==> src/rtl/wavegen_pkg.sv <==
// wavegen_pkg: shared types and constants for the wavegen voice path.
// Provides the envelope state encoding, the fixed envelope rate tables
// (samples per level step) and the envelope full-scale level.
package wavegen_pkg;

  typedef enum logic [2:0] {
    StIdle    = 3'd0,
    StAttack  = 3'd1,
    StDecay   = 3'd2,
    StSustain = 3'd3,
    StRelease = 3'd4
  } env_state_t;

  // Attack samples-per-step, indexed by the 4-bit attack rate.
  localparam logic [12:0] ENV_ATK_PERIOD [16] = '{
    13'd1,   13'd2,   13'd3,   13'd5,   13'd7,   13'd11,  13'd13,  13'd15,
    13'd19,  13'd47,  13'd94,  13'd151, 13'd188, 13'd565, 13'd941, 13'd1506
  };

  // Decay/release samples-per-step: three times the attack table.
  localparam logic [12:0] ENV_DR_PERIOD [16] = '{
    13'd3,   13'd6,   13'd9,    13'd15,   13'd21,   13'd33,   13'd39,   13'd45,
    13'd57,  13'd141, 13'd282,  13'd453,  13'd564,  13'd1695, 13'd2823, 13'd4518
  };

  localparam logic [7:0] ENV_MAX = 8'd255;

endpackage

==> src/rtl/wavegen_env_rate.sv <==
// wavegen_env_rate: envelope rate prescaler.
// Looks up the samples-per-step period for the current envelope state and
// counts strobes; pulses step when the period has elapsed.
// Ports:
//   clk, rst_n       clock, synchronous active-low reset
//   sample_strobe    48 kHz sample pulse; the counter only moves on it
//   state            current envelope state
//   attack, decay,
//   release_rate     4-bit rate indices, sampled live
//   clear            restart the count (envelope state is changing)
//   hold             keep the counter at 0 and suppress steps (idle)
//   step             one-cycle step pulse, coincident with a strobe
module wavegen_env_rate
  import wavegen_pkg::*;
(
  input  logic       clk,
  input  logic       rst_n,
  input  logic       sample_strobe,
  input  env_state_t state,
  input  logic [3:0] attack,
  input  logic [3:0] decay,
  input  logic [3:0] release_rate,
  input  logic       clear,
  input  logic       hold,
  output logic       step
);

  logic [12:0] period;
  logic [12:0] cnt_q;
  logic        last;

  always_comb begin
    period = ENV_DR_PERIOD[decay];
    case (state)
      StAttack:  period = ENV_ATK_PERIOD[attack];
      StRelease: period = ENV_DR_PERIOD[release_rate];
      default:   period = ENV_DR_PERIOD[decay];
    endcase
  end

  // >= rather than == so that shortening the rate mid-phase steps at the
  // next compare instead of letting the counter run on past the new period.
  assign last = (cnt_q >= (period - 13'd1));
  assign step = sample_strobe & ~hold & last;

  always_ff @(posedge clk) begin
    if (!rst_n) begin
      cnt_q <= '0;
    end else if (sample_strobe) begin
      if (clear || hold || last) cnt_q <= '0;
      else                       cnt_q <= cnt_q + 13'd1;
    end
  end

endmodule

==> src/rtl/wavegen_env.sv <==
// wavegen_env: per-voice ADSR envelope generator and VCA.
// Ports:
//   clk, rst_n       clock, synchronous active-low reset
//   sample_strobe    48 kHz sample pulse; all state advances only on it
//   gate             voice GATE bit
//   attack, decay    attack / decay rate indices
//   sustain          sustain level nibble (level = sustain * 17)
//   release_rate     release rate index ('release' is a reserved word)
//   sample_in        signed oscillator sample
//   sample_out       signed enveloped sample, one strobe of latency
//   env_level        envelope level 0..255
//   env_state        envelope state (env_state_t encoding)
module wavegen_env
  import wavegen_pkg::*;
(
  input  logic        clk,
  input  logic        rst_n,
  input  logic        sample_strobe,
  input  logic        gate,
  input  logic [3:0]  attack,
  input  logic [3:0]  decay,
  input  logic [3:0]  sustain,
  input  logic [3:0]  release_rate,
  input  logic [15:0] sample_in,
  output logic [15:0] sample_out,
  output logic [7:0]  env_level,
  output logic [2:0]  env_state
);

  env_state_t  state_q, state_d;
  logic [7:0]  level_q, level_d;
  logic        gate_q;
  logic [15:0] sample_out_q;
  logic        rise, fall, step, clear, hold;
  logic [7:0]  sus_lvl;
  logic signed [24:0] prod;
  logic        unused_prod;

  assign rise    = gate & ~gate_q;
  assign fall    = ~gate & gate_q;
  assign sus_lvl = {sustain, sustain};
  assign hold    = (state_q == StIdle);
  assign clear   = (state_d != state_q);

  wavegen_env_rate u_rate (
    .clk           (clk),
    .rst_n         (rst_n),
    .sample_strobe (sample_strobe),
    .state         (state_q),
    .attack        (attack),
    .decay         (decay),
    .release_rate  (release_rate),
    .clear         (clear),
    .hold          (hold),
    .step          (step)
  );

  // Gate edges win over rate steps; a re-trigger keeps the current level.
  always_comb begin
    state_d = state_q;
    level_d = level_q;
    if (rise) begin
      state_d = StAttack;
    end else if (fall && (state_q != StIdle)) begin
      state_d = StRelease;
    end else begin
      case (state_q)
        StAttack: begin
          if (step) begin
            if (level_q >= 8'd254) begin
              level_d = ENV_MAX;
              state_d = StDecay;
            end else begin
              level_d = level_q + 8'd1;
            end
          end
        end
        StDecay: begin
          if (step) begin
            if (level_q <= sus_lvl) state_d = StSustain;
            else                    level_d = level_q - 8'd1;
          end
        end
        StSustain: begin
          if (step && (level_q > sus_lvl)) state_d = StDecay;
        end
        StRelease: begin
          if (level_q == 8'd0) begin
            state_d = StIdle;
          end else if (step) begin
            level_d = level_q - 8'd1;
            if (level_q == 8'd1) state_d = StIdle;
          end
        end
        default: begin
          state_d = StIdle;
          level_d = level_q;
        end
      endcase
    end
  end

  // Level is zero-extended so the 9-bit factor is always non-negative.
  assign prod        = $signed(sample_in) * $signed({1'b0, level_q});
  assign unused_prod = ^{prod[24], prod[7:0]};

  always_ff @(posedge clk) begin
    if (!rst_n) begin
      state_q      <= StIdle;
      level_q      <= '0;
      gate_q       <= 1'b0;
      sample_out_q <= '0;
    end else if (sample_strobe) begin
      state_q      <= state_d;
      level_q      <= level_d;
      gate_q       <= gate;
      sample_out_q <= prod[23:8];
    end
  end

  assign sample_out = sample_out_q;
  assign env_level  = level_q;
  assign env_state  = state_q;

endmodule

==> config.mk <==
export PLATFORM = sky130hd
export DESIGN_NAME = wavegen_env
export DESIGN_NICKNAME = d
export VERILOG_FILES = /design/src/rtl/wavegen_pkg.sv /design/src/rtl/wavegen_env_rate.sv /design/src/rtl/wavegen_env.sv
export SDC_FILE = /design/constraint.sdc
export NUM_CORES = 1
export LEC_CHECK = 0
export ABC_CLOCK_PERIOD_IN_PS = 7650
export CAP_MARGIN = 20
export CORE_UTILIZATION = 60
export CTS_BUF_LIST = sky130_fd_sc_hd__clkbuf_2
export CTS_CLUSTER_SIZE = 28
export DETAILED_ROUTE_END_ITERATION = 6
export PLACE_DENSITY = 0.87
export SETUP_SLACK_MARGIN = 0.2
export SKIP_LAST_GASP = 1
export SYNTH_ARGS = -nofsm -noshare
export SYNTH_HDL_FRONTEND = slang
export SYNTH_SLANG_ARGS = --single-unit
==> constraint.sdc <==
create_clock -name clk -period 7.65 [get_ports clk]
set_input_delay 2.295 -clock clk [delete_from_list [all_inputs] [get_ports clk]]
set_output_delay 2.295 -clock clk [all_outputs]
set_load 0.02 [all_outputs]
Figure 1. Sequential cells grouped by signal name.
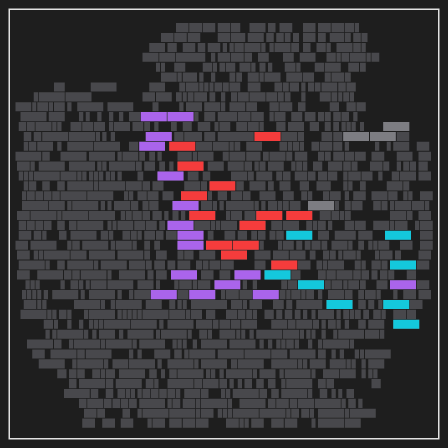
- sample_out: purple (placed flops 16; where middle)
- u_rate.cnt_q: red (placed flops 13; where middle)
- env_level: cyan (placed flops 8)

Figure 2. Met1 routing.
Supply wires on this layer in gray. Cells faint in the background.
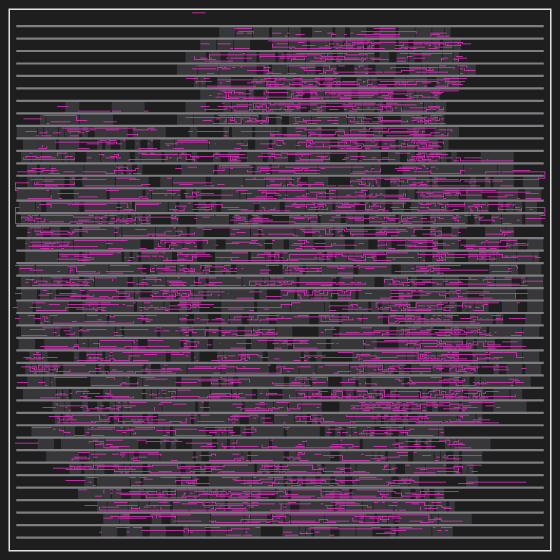
- longest straight run: 36.3 um
- wire length on this layer: 7810 um

Figure 3. I/O nets highlighted.
Scale bar: 20 um.
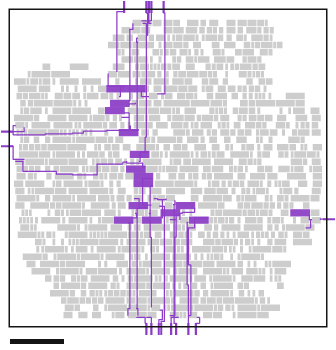
- sample_out: purple (bits 16; direction output; edge 8 bottom, 5 top, 2 left, 1 right; end cells 16; wire 810 um)

Figure 4. The metal 2 layer.
Cells faint in the background.
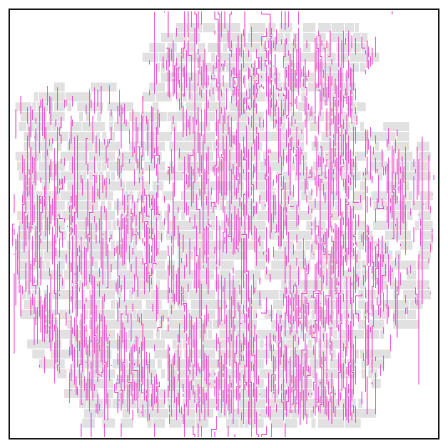
- longest straight run: 45.9 um
- nets with wire on the layer: 1008
- wire length on this layer: 9140 um
- main direction: vertical
via count: 6666
met2 usage: 48.64%
drt total wl: 18460 um

==> timing repair <==
item                                    CTS  global route
setup buffers                             0             0
gates resized                             0             1
endpoints found under the setup margin    0             1
==> per-layer routing <==
layer	up-vias	routed length [um]	track usage, %
met2	207	9140	48.64
met4	0	490	9.135
met3	37	1016	3.731
met5	-	0	0
met1	3210	7812	35.52
li1	3212	-	-
==> power breakdown <==
part / internal, uW / switching [uW]
combinational: 66.5 / 84.9
sequential: 216 / 3.57
clock: 22.9 / 72.5
total: 305 / 161
==> synth_stat cells (5+ instances only) <==
| master | n | area share [%] |
|---|---|---|
| o211ai_1 | 5 | 0.47 |
| o21a_1 | 5 | 0.47 |
| dfxtp_1 | 41 | 10 |
| a221oi_1 | 5 | 0.54 |
| nand2b_1 | 5 | 0.39 |
| nor2b_1 | 14 | 1.1 |
| nand4_1 | 9 | 0.70 |
| clkbuf_1 | 24 | 1.1 |
| a21oi_1 | 36 | 2.2 |
| ha_1 | 89 | 14 |
| a22o_1 | 5 | 0.54 |
| xor2_1 | 25 | 2.7 |
| xnor2_1 | 18 | 2.0 |
| a21o_1 | 5 | 0.47 |
| nor4_2 | 9 | 1.4 |
| nor2_1 | 49 | 2.3 |
| and2_1 | 79 | 6.1 |
| nor3_1 | 12 | 0.75 |
| mux2i_1 | 12 | 1.5 |
| inv_1 | 153 | 7.1 |
| nand3_1 | 20 | 1.2 |
| a211oi_1 | 8 | 0.75 |
| fa_1 | 99 | 25 |
| o21ai_0 | 35 | 2.2 |
| and3_1 | 7 | 0.54 |
| nand2_1 | 93 | 4.3 |
==> state kept, by name, summed over array words and instances, names as in the netlist <==
signal        cells
sample_out       16
u_rate.cnt_q     13
env_level         8
env_state         3
gate_q            1
==> flow_summary_export.csv <==
group,metric,value,unit
status,status,"finished clean",
worst_setup_path,crit_end,"sample_out[14]",
worst_setup_path,crit_required,7.97,ns
final_layout,drive_gt1_share,5.311,%
final_layout,design.final.nets,1222,
final_layout,fin_cells,1170,
clock_network,clockBufferDepth,2,
final_layout,area_share_nonclk_buffers,8.462,%
worst_setup_path,cp.depth,17,
worst_setup_path,crit_family,"adder cells",
logic_synthesis,adder_share,38.64,%
detailed_routing,drt_iter0_markers,554,
global_routing,overflow,0,
place,io_buffer_count,62,
final_layout,logic_gate_count,718,
logic_synthesis,avgSynthCellArea,8.452,sq um
place,dp_cells,1163,
final_layout,logic_area,0.006445,sq mm
logic_synthesis,synth-seq-cells,41,
final_layout,lay_top_cells,"inv_1 (153), fa_1 (99), nand2_1 (93)",
worst_setup_path,reg2reg_slack,2.12,ns
logic_synthesis,ys_chip_area,0.008038,sq mm
power_and_ir_drop,p_per_area,52.70,mW/mm^2
worst_setup_path,reg2reg_depth,16,
final_layout,regArea,820.8,sq um
worst_setup_path,cp_cell_sequence,"clkdlybuf4s50_1 > and2_1 > fa_1 > fa_1 > inv_1 > fa_1 > inv_1 > fa_1 > ha_1 > a21o_1 > a21o_1 > a2111oi_4 > o21ai_0 > or2_2 > a21oi_1 > xor2_1 > o21ai_0",
logic_synthesis,ys_sh_simple,21.93,%
timing,setup_violations,0,
logic_synthesis,ys_cells,951,
run,warning_count,45,
detailed_routing,drc,0,
floorplanning,core.rowCount,41,
clock_network,cts_sinks,41,
final_layout,finalInstanceArea,0.008842,sq mm
final_layout,antenna_cells,0,
power_and_ir_drop,peakVddDrop,43.10,uV
worst_setup_path,end_kind,"register",
final_layout,largest_class,"multi-input combinational cells",
floorplanning,fp_util,62.67,%
worst_setup_path,startpoint,"sample_in[4]",
worst_setup_path,r2r_start,"env_level[2]",
hold_path,whs_endpoint,"sample_out[15]",
timing,worst_slack,0.5838,ns
detailed_routing,wl_per_cell,15.78,um
timing,min_period,7.066,ns
place,hpwl,14870,um
worst_setup_path,cp_max_fo,8,
timing,fin_skew,0.03458,ns
timing,rsz0062_at_grt,"false",
logic_synthesis,compound_area_share,12.58,%
clock_network,holdBufCountCts,0,
hold_path,hold-path-cell-count,2,
timing,tightestPinTransition,0.8890,ns
final_layout,nClkBuffers,6,
timing,timing.slew.headroom,40.65,%
worst_setup_path,crit_type,"in2reg",
global_routing,grt_use_total,27.89,%
final_layout,n_all_inverters,153,
logic_synthesis,synthXorXnorAreaFrac,4.686,%
worst_setup_path,cpMostUsedCell,"fa_1",
timing,hold_viol_final,0,
run,maxCapViolations,0,
worst_setup_path,crit_buf_inv,3,
Power and IR drop assume default switching activity.
